--- src/rtl/hw_sw_mailbox.sv ---
// Software/hardware handshake mailbox: a PIO batch is captured into a shadow bank
// and committed atomically to the active bank, either at capture or on frame sync.
module hw_sw_mailbox #(
    parameter int NUM_PORTS = 16,
    parameter int DATA_W    = 32,
    parameter int CNT_W     = 16
) (
    input  logic                        clk,
    input  logic                        reset_n,
    input  logic [1:0]                  to_hw_sig,
    output logic [1:0]                  to_sw_sig,
    input  logic [NUM_PORTS*DATA_W-1:0] port_in,
    input  logic                        commit_mode,
    input  logic                        frame_sync,
    output logic [NUM_PORTS*DATA_W-1:0] port_out,
    output logic                        commit_pulse,
    output logic [CNT_W-1:0]            commit_count
);
    localparam int BANK_W = NUM_PORTS * DATA_W;

    typedef enum logic [1:0] {
        IDLE    = 2'd0,
        ACK     = 2'd1,
        CLR_ACK = 2'd2
    } state_t;

    state_t              state_reg, state_next;
    logic [BANK_W-1:0]   shadow_reg, shadow_next;
    logic [BANK_W-1:0]   active_reg, active_next;
    logic                pending_reg, pending_next;
    logic                pulse_reg, pulse_next;
    logic                fs_prev_reg;
    logic [CNT_W-1:0]    count_reg, count_next;
    logic [1:0]          sw_reg, sw_next;

    logic fs_edge;
    logic req_xfer;
    logic req_clr;
    logic req_idle;

    assign fs_edge  = frame_sync & ~fs_prev_reg;
    assign req_xfer = (to_hw_sig == 2'b01);
    assign req_clr  = (to_hw_sig == 2'b11);
    // Codes 00 and 10 both mean idle, so bit 0 alone decides release.
    assign req_idle = ~to_hw_sig[0];

    always_comb begin
        state_next   = state_reg;
        shadow_next  = shadow_reg;
        active_next  = active_reg;
        pending_next = pending_reg;
        count_next   = count_reg;
        pulse_next   = 1'b0;
        sw_next      = 2'b00;

        // Deferred commit can land in any state; a clear below overrides it.
        if (pending_reg && fs_edge) begin
            active_next  = shadow_reg;
            pending_next = 1'b0;
            count_next   = count_reg + CNT_W'(1);
            pulse_next   = 1'b1;
        end

        case (state_reg)
            IDLE: begin
                if (req_clr) begin
                    shadow_next  = '0;
                    active_next  = '0;
                    pending_next = 1'b0;
                    count_next   = count_reg;
                    pulse_next   = 1'b0;
                    state_next   = CLR_ACK;
                end else if (req_xfer && !pending_reg) begin
                    shadow_next = port_in;
                    if (!commit_mode) begin
                        active_next = port_in;
                        count_next  = count_reg + CNT_W'(1);
                        pulse_next  = 1'b1;
                    end else begin
                        pending_next = 1'b1;
                    end
                    state_next = ACK;
                end
            end
            ACK: begin
                if (req_idle) state_next = IDLE;
            end
            CLR_ACK: begin
                if (req_idle) state_next = IDLE;
            end
            default: state_next = IDLE;
        endcase

        case (state_next)
            ACK:     sw_next = 2'b01;
            CLR_ACK: sw_next = 2'b11;
            default: sw_next = pending_next ? 2'b10 : 2'b00;
        endcase
    end

    always_ff @(posedge clk or negedge reset_n) begin
        if (!reset_n) begin
            state_reg   <= IDLE;
            shadow_reg  <= '0;
            active_reg  <= '0;
            pending_reg <= 1'b0;
            pulse_reg   <= 1'b0;
            fs_prev_reg <= 1'b0;
            count_reg   <= '0;
            sw_reg      <= 2'b00;
        end else begin
            state_reg   <= state_next;
            shadow_reg  <= shadow_next;
            active_reg  <= active_next;
            pending_reg <= pending_next;
            pulse_reg   <= pulse_next;
            fs_prev_reg <= frame_sync;
            count_reg   <= count_next;
            sw_reg      <= sw_next;
        end
    end

    assign port_out     = active_reg;
    assign commit_pulse = pulse_reg;
    assign commit_count = count_reg;
    assign to_sw_sig    = sw_reg;

endmodule

--- config.mk ---
export PLATFORM = sky130hd
export DESIGN_NAME = hw_sw_mailbox
export DESIGN_NICKNAME = d
export VERILOG_FILES = /design/src/rtl/hw_sw_mailbox.sv
export SDC_FILE = /design/constraint.sdc
export NUM_CORES = 2
export LEC_CHECK = 0
export CORE_AREA = 2 2 407 409
export DETAILED_ROUTE_END_ITERATION = 16
export DIE_AREA = 0 0 409 411
export GPL_TIMING_DRIVEN = 0
export SLEW_MARGIN = 20
export SYNTH_ARGS = -nofsm -noshare
export SYNTH_HDL_FRONTEND = slang
export SYNTH_SLANG_ARGS = --single-unit
--- constraint.sdc ---
create_clock -name clk -period 1.8 [get_ports clk]
set_clock_uncertainty 0.15 [all_clocks]
set_input_delay 0.18 -clock clk [delete_from_list [all_inputs] [get_ports clk]]
set_output_delay 0.18 -clock clk [all_outputs]
set_load 0.005 [all_outputs]
### Metal 1

Drawn at 1 px/µm. Supply wires on this layer in gray. Cells faint in the background.
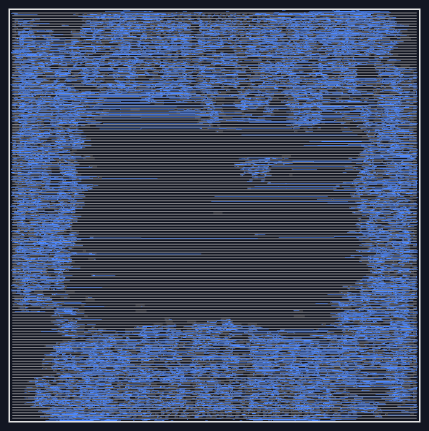
The longest straight run is 150 µm. The layer carries 75.6 mm of wire. 5900 nets have wire on it. The layer holds 40% of the routed length.
via count: 41600
final WL: 190000 µm
met1 Resource Use GR: 26.9%

### The metal 2 layer

Drawn at 1 px/µm.
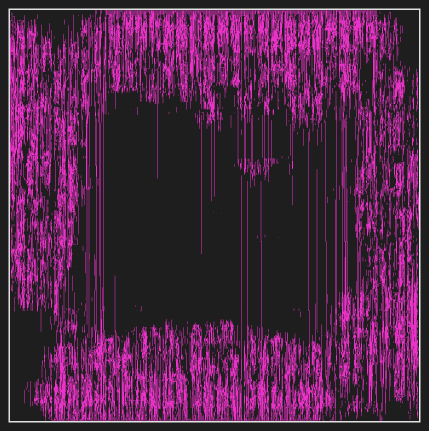
5570 nets have wire on it. The longest straight run is 242 µm. The wires run mostly vertical. The layer holds 47% of the routed length. The layer carries 90.2 mm of wire.
met2 Use GR: 34.3%

### Signal wires on met3

Drawn at 1.5 px/µm. Cells faint in the background.
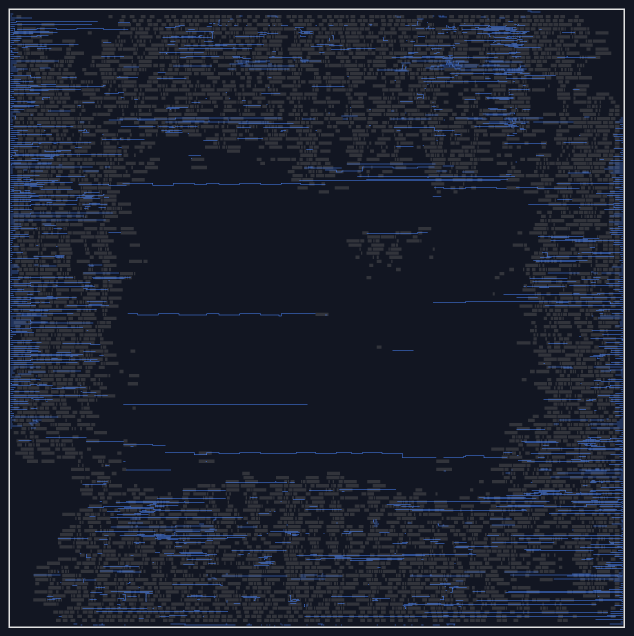
The layer holds 8.4% of the routed length. The wires run mostly horizontal.
M3 GR Usage: 5.70%

==> flow_summary_export.csv <==
group,metric,value,unit
worst_setup_path,path_class,"reg -> reg",
pwr,p_clk_share,23.5,%
worst_setup_path,endpoint,"shadow_reg[36]",
worst_setup_path,cp_num_buf_inv,7,
pwr,ir_drop,0.869,mV
outcome,status,"finished with violations",
grt,antenna_found_initial,27,
clocking,cts-root-buf,"clkbuf_16",
pwr,combPwrFrac,37.8,%
finish,comb_cells,2638,
placed_design,place.gp.congestion,0.917,
finish,n_all_inverters,4,
grt,grt_pass1_wl,273000,µm
worst_setup_path,worst_r2r_path_depth,11,
synth,ys_ff,1047,
pwr,power,105,mW
finish,n_antenna_cell,21,
finish,signal_buffers,2026,
grt,grt_start_max_net_pins,143,
synth,fp_nets,4613,
job,warnings,48,
finish,final-comb-area,15900,µm²
floorplanning,die_width,409,µm
synth,async_reset_ff_share,100,%
clocking,path_clk_slew,0.06,ns
timing,holdWs,-0.543,ns
grt,overflow,0,
worst_setup_path,critPathCaptureType,"flip-flop",
synth,top_cell,"dfrtp_1",
worst_setup_path,slowest_stage,"dfrtp_1",
floorplanning,fp-utilization,26.2,%
synth,ys_top_cells_by_area,"dfrtp_1 (61%), a22o_1 (10%), nand2_1 (9.0%)",
worst_setup_path,path_cells,"inv_2 > ha_4 > nand2_4 > nor3_4 > buf_12 > buf_12 > buf_12 > clkbuf_16 > buf_4 > buf_8 > a22o_1",
floorplanning,boundaryPins,1049,
drt,wl_met1,75600,µm
placed_design,dp_slack,-1.37,ns
worst_setup_path,cp_common_cell,"buf_12",
pwr,powerSeq,40.8,mW
drt,wl_met2,90200,µm
drt,wl_met3,15900,µm
timing,rsz0062_at_grt,"yes",
worst_setup_path,r2r-end,"shadow_reg[36]",
pwr,seqPwrFrac,38.7,%
synth,syn-instance-count,4091,
timing,slew_viol_final,0,
synth,yosysTopAreaCell,"dfrtp_1",
worst_setup_path,crit_fanout,8,
drt,drc_errors,0,
finish,clkCellAreaFrac,5.71,%
pwr,clock_net_power,24.7,mW
pwr,p_int,69.8,mW
grt,grt_pass1_vias,41300,
finish,area_delta_synth_final,62.1,%
synth,ys_cells,4091,
timing,max_freq,0.480,GHz
worst_setup_path,crit_family,"buffers and inverters",
worst_setup_path,r2r-start,"state_reg[0]",
timing,setup_viol_count_final,1502,
pwr,power.group.top,"registers",
worst_setup_path,crit_cells,11,
hold_path,worst_hold_path_type,"in -> async",
synth,edf_count,0,
floorplanning,taps,2189,
finish,ff_count,1047,
timing,min_period_over_period,116,%
synth,ys_seq_share,60.9,%
placed_design,hpwlAfterDp,130000,µm
finish,fill_cells,15100,
finish,mostFrequentLayoutCells,"dfrtp_1 (1032), nand2_1 (1028), clkdlybuf4s50_1 (922)",
synth,ys_sh_mux,0.0524,%
clocking,cts_max_path_buffers,3,
worst_setup_path,crit_path_start,"state_reg[0]",
drt,drtAntennaViolNets,0,
timing,hold_viol,290,
floorplanning,core,164000,µm²
clocking,clk_latency,0.74,ns
clocking,cts_resized,419,
finish,sh_comb_area,22.8,%
timing,relSlewSlack,44.0,%
synth,netlist_area,43000,µm²
drt,wl_per_cell,23.4,µm
finish,nNetsFinal,6356,
job,drv_cap,0,
floorplanning,die_area,168000,µm²
timing,fin_crit,2.08,ns
finish,design_area,69700,µm²
synth,aoi_share,24.0,%
synth,synth-adder-area-share,0.116,%
finish,register_area,26200,µm²
clocking,cts_tree,"built",
timing,setup_tns,-208.81,ns
synth,ff_type,"dfrtp_1",
grt,grt.busiest_layer,"met2",
clocking,clock_sinks,1047,
placed_design,io_buffers,1046,
pwr,comb-power,39.8,mW
timing,setup_slack,-0.283,ns
pwr,cellLeakagePower,30.8,nW
synth,common_cells,"dfrtp_1 (1047), nand2_1 (1029), a21oi_1 (514), a22o_1 (514), a31oi_1 (512)",
worst_setup_path,reg2reg_slack,-0.28,ns
placed_design,dpl.cell_count,7335,
synth,ys_sh_simple,9.55,%
outcome,violations,"hold timing, setup timing",
finish,bufAreaShareNonClock,29.9,%
finish,largest_cell_class,"sequential cells",
worst_setup_path,start_kind,"flip-flop",
finish,clockBufferCount,172,
pwr,switching_share,33.7,%
pwr,powerDensity,1510,nW/µm²
drt,vias_per_cell,5.11,
clocking,hold_buffers,487,
synth,yosys_area,43000,µm²
clocking,ctsHtreeMaxLevel,3,
finish,sh_seq_area,37.6,%
finish,fin_util,42.5,%
drt,highest_layer,"met5",
pwr,switchingPower,35.5,mW
synth,yosysWarningCount,0,
Power and IR drop assume default switching activity.
